Fig. 1: sequential cells grouped by signal name
Other sequential cells in the stronger gray, the rest of the logic in the fainter gray.
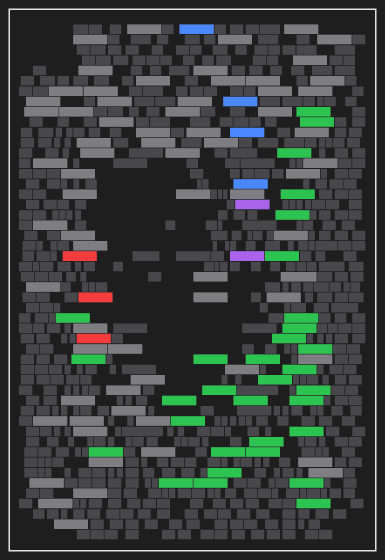
Fig. 2: clock nets
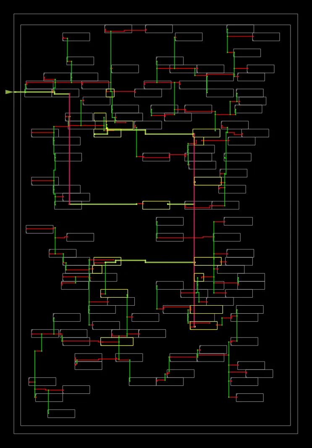
Fig. 3: sizing map
Bar = 20 um.
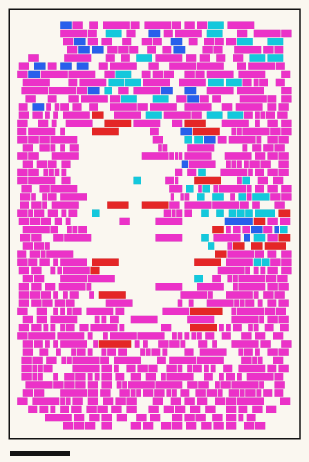
Fig. 4: clock wires, drivers and flops
Bar = 20 um.
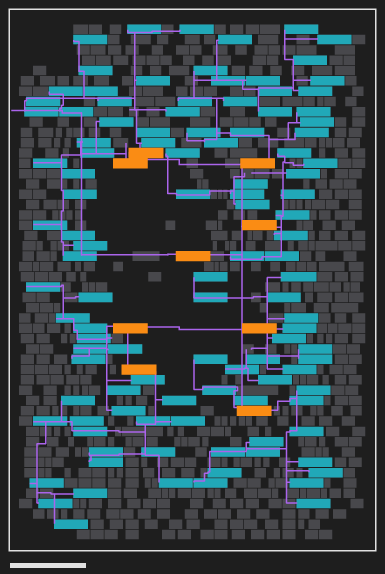
Design alu_arbiter, sky130hd; sources not shown.
==> impl_metrics.xml <==
<?xml version="1.0" encoding="UTF-8"?>
<metrics>
  <group name="floorplan">
    <metric name="core_area" unit="um^2">12400</metric>
    <metric name="chipHeight" unit="um">142</metric>
    <metric name="floorplan.die_area" unit="um^2">13700</metric>
    <metric name="design.portCount" unit="">283</metric>
    <metric name="fp-utilization" unit="%">40.0</metric>
    <metric name="chip_width" unit="um">96.3</metric>
    <metric name="fp-row-count" unit="">50</metric>
  </group>
  <group name="synthesis">
    <metric name="top_logic_kind" unit="">multiplexers</metric>
    <metric name="summed_standard_cell_area_reported_by_yosys" unit="um^2">4980</metric>
    <metric name="async_flop_share" unit="%">100</metric>
    <metric name="synth.cellmix.simpleShare" unit="%">1.31</metric>
    <metric name="synth-seq-area-share" unit="%">55.3</metric>
    <metric name="number_of_library_cell_types_mapped_by_synthesis" unit="">29</metric>
    <metric name="post-synth-top-count-cell" unit="">sky130_fd_sc_hd__o21ai_0</metric>
    <metric name="yosys.area_share.adder" unit="%">0.251</metric>
    <metric name="ys_top_cells_by_area" unit="">sky130_fd_sc_hd__dfrtp_1 (55%), sky130_fd_sc_hd__mux2i_1 (14%), sky130_fd_sc_hd__o21ai_0 (12%)</metric>
    <metric name="yosysCellCount" unit="">411</metric>
    <metric name="mux_area_share" unit="%">23.1</metric>
    <metric name="ys_warn_count" unit="">0</metric>
    <metric name="enable_flop_cells" unit="">0</metric>
    <metric name="mappedNetlistArea" unit="um^2">4980</metric>
    <metric name="xor_share" unit="%">0</metric>
    <metric name="netlist_top_cells_count" unit="">sky130_fd_sc_hd__o21ai_0 (123), sky130_fd_sc_hd__dfrtp_1 (109), sky130_fd_sc_hd__mux2i_1 (68), sky130_fd_sc_hd__mux2_2 (18), sky130_fd_sc_hd__mux2_4 (18)</metric>
    <metric name="numSynthFlops" unit="">110</metric>
    <metric name="floorplan_nets" unit="">587</metric>
    <metric name="yosysTopAreaCellShare" unit="%">54.7</metric>
    <metric name="postSynthAreaPerCell" unit="um^2">12.1</metric>
    <metric name="synth-main-ff-cell" unit="">sky130_fd_sc_hd__dfrtp_1</metric>
  </group>
  <group name="pwr">
    <metric name="total_power" unit="uW">12800</metric>
    <metric name="comb-power" unit="uW">6350</metric>
    <metric name="part_of_the_power_in_registers" unit="%">33.5</metric>
    <metric name="power_density" unit="nW/um^2">1550</metric>
    <metric name="power.switching" unit="uW">5050</metric>
    <metric name="power_frac_comb" unit="%">49.7</metric>
    <metric name="power.leakage" unit="uW">0.00381</metric>
    <metric name="intPower" unit="uW">7720</metric>
    <metric name="power_top_consumer" unit="">combinational cells</metric>
    <metric name="switching_share" unit="%">39.6</metric>
  </group>
  <group name="clocking">
    <metric name="post_cts_resized" unit="">134</metric>
    <metric name="cts_max_path_buffers" unit="">2</metric>
    <metric name="ctsRootBufferMaster" unit="">sky130_fd_sc_hd__clkbuf_16</metric>
    <metric name="cts_htree_levels" unit="">3</metric>
    <metric name="clock_tree_from_tritoncts" unit="">yes</metric>
    <metric name="cts.repair_timing.setup_buffer_count" unit="">5</metric>
    <metric name="cts.hold.buffers_added" unit="">0</metric>
  </group>
  <group name="critical_path">
    <metric name="worstSetupPathType" unit="">in2out</metric>
    <metric name="critPathMaxStageDelay" unit="ns">0.22</metric>
    <metric name="cp-start-kind" unit="">input pin</metric>
    <metric name="crit_fanout" unit="">3</metric>
    <metric name="reg2reg_depth" unit="">6</metric>
    <metric name="path_depth" unit="">4</metric>
    <metric name="cp_top_family" unit="">buffers and inverters</metric>
    <metric name="reg2reg_slack" unit="ns">0.11</metric>
    <metric name="crit_path_end_kind" unit="">output port</metric>
    <metric name="path_cells" unit="">clkdlybuf4s15_2 -&gt; a21boi_4 -&gt; and3_4 -&gt; buf_6</metric>
    <metric name="critPathBufInv" unit="">2</metric>
    <metric name="worst_ep_arrival_time" unit="ns">1.29</metric>
    <metric name="crit_slowest_cell" unit="">sky130_fd_sc_hd__and3_4</metric>
  </group>
  <group name="global_routing">
    <metric name="use_met3" unit="%">5.14</metric>
    <metric name="gr-usage-all-layers" unit="%">21.9</metric>
    <metric name="grt_most_used_layer" unit="">met2</metric>
    <metric name="grt_first_pass_wirelength" unit="mm">23.1</metric>
    <metric name="vias_in_the_first_global_route" unit="">4661</metric>
    <metric name="grt_start_max_net_pins" unit="">71</metric>
    <metric name="grt_antenna_before_repair" unit="">0</metric>
    <metric name="gr-usage-met2" unit="%">40.4</metric>
    <metric name="globalRoute.totalOverflow" unit="">0</metric>
    <metric name="grt_util_met1" unit="%">23.7</metric>
  </group>
  <group name="routing">
    <metric name="route.antenna.remaining_nets" unit="">0</metric>
    <metric name="topRoutingLayerUsed" unit="">met4</metric>
    <metric name="met3RoutedLength" unit="mm">1.19</metric>
    <metric name="dr.first_iter.drc_count" unit="">117</metric>
    <metric name="wirelength" unit="mm">15.3</metric>
    <metric name="met2_layer_wire_length_in_the_routed_design" unit="mm">8.26</metric>
    <metric name="post_drt_wl_per_cell" unit="um">17.9</metric>
    <metric name="post_drt_via_cell_ratio" unit="">5.14</metric>
    <metric name="drtPass1Iterations" unit="">4</metric>
    <metric name="route.detailed.drc" unit="">0</metric>
    <metric name="m1WireLength" unit="mm">5.46</metric>
  </group>
  <group name="timing">
    <metric name="slew_violations" unit="">0</metric>
    <metric name="max_frequency" unit="MHz">547</metric>
    <metric name="rsz0062_at_grt" unit="">yes</metric>
    <metric name="fin_crit_share" unit="%">102</metric>
    <metric name="number_of_failing_setup_endpoints_in_the_final_timing_report" unit="">1</metric>
    <metric name="max-slew-margin-rel" unit="%">48.7</metric>
    <metric name="worst_slack" unit="ns">-0.0292</metric>
    <metric name="tightestPinTransition" unit="ns">0.769</metric>
  </group>
  <group name="final_layout">
    <metric name="drive_gt1_share" unit="%">12.9</metric>
    <metric name="fin_nets" unit="">871</metric>
    <metric name="n_fill_cell" unit="">983</metric>
    <metric name="final_cells" unit="">856</metric>
    <metric name="antenna-diode-count" unit="">0</metric>
    <metric name="layout_top_cells" unit="">sky130_fd_sc_hd__clkdlybuf4s50_1 (171), sky130_fd_sc_hd__o21ai_0 (123), sky130_fd_sc_hd__dfrtp_1 (109), sky130_fd_sc_hd__dlygate4sd2_1 (105), sky130_fd_sc_hd__mux2i_1 (68)</metric>
  </group>
  <group name="placement">
    <metric name="io_port_bufs" unit="">282</metric>
    <metric name="gp_routability_congestion" unit="">0.776</metric>
    <metric name="dp_cells" unit="">835</metric>
  </group>
  <group name="run_status">
    <metric name="violations" unit="">setup timing</metric>
    <metric name="status" unit="">complete, but fails checks</metric>
  </group>
  <group name="run">
    <metric name="warnings" unit="">29</metric>
    <metric name="maxCapViolations" unit="">0</metric>
  </group>
  <group name="worst_hold_path">
    <metric name="worstHoldPathType" unit="">in2async</metric>
  </group>
</metrics>
-- Fig. 1 (at the start) --
| color | name in the netlist | flops |
|---|---|---|
| blue | rsp_flags | 4 |
| green | alu_b | 32 |
| purple | state_r | 2 |
| red | alu_sel | 3 |
not colored: 69
Sequential Area: 2750 um^2
seq pwr: 4280 uW
sequential share of cell area: 33.4%
core utilization of the finished layout: 66.2%

-- Fig. 2 (at the start) --
power of the clock network: 2150 uW
sink count of the clock tree: 110
registers: 110
TritonCTS Buffers: 9

-- Fig. 3 (at the start) --
| color | size | cells |
|---|---|---|
| red | drive 6 and up | 23 |
| blue | drive 2 | 23 |
| magenta | drive 1 or less | 610 |
| cyan | drive 3 to 4 | 44 |
count of plain and timing-repair buffers: 306
post-route cell area: 8240 um^2
worst setup margin: -0.0292 ns

-- Fig. 4 (at the start) --
[orange] cells driving clock nets | count: 9
[cyan] flip-flops | count: 110
[purple] clock wires | length: 1190 um
flops lie: widely spread
routed clock nets: 10
largest clock skew in the final design: 0.0129 ns
worst skew pair latency: 0.34 ns
clock network power share: 16.8%

-- through the flow --
stage               hold slack [ns]  setup WS (ns)  instance area [um^2]   TNS (ns)  utilization, %
floorplan                     0.244      -0.000235                  4990  -0.000235               -
global placement              0.457         -0.781                  7990     -40.04            64.2
detailed placement            0.476         -0.865                  7990     -48.10            64.2
CTS                           0.342        -0.0245                  8240    -0.0522            66.2
global route                  0.271        -0.0749                  8240     -0.172            66.2
finish                        0.242        -0.0292                  8240    -0.0292            66.2
-- final cells by class --
cell class                 instances  area (um^2)  share of cell area, %
inverter                           4         17.5                  0.212
clock inverter                     7          105                   1.27
tap                              156          195                   2.37
sequential                       110         2750                   33.4
timing repair buffer             306         2920                   35.4
clock buffer                       9          225                   2.73
multi-input combinational        264         2030                   24.6
Power and IR drop assume default switching activity.
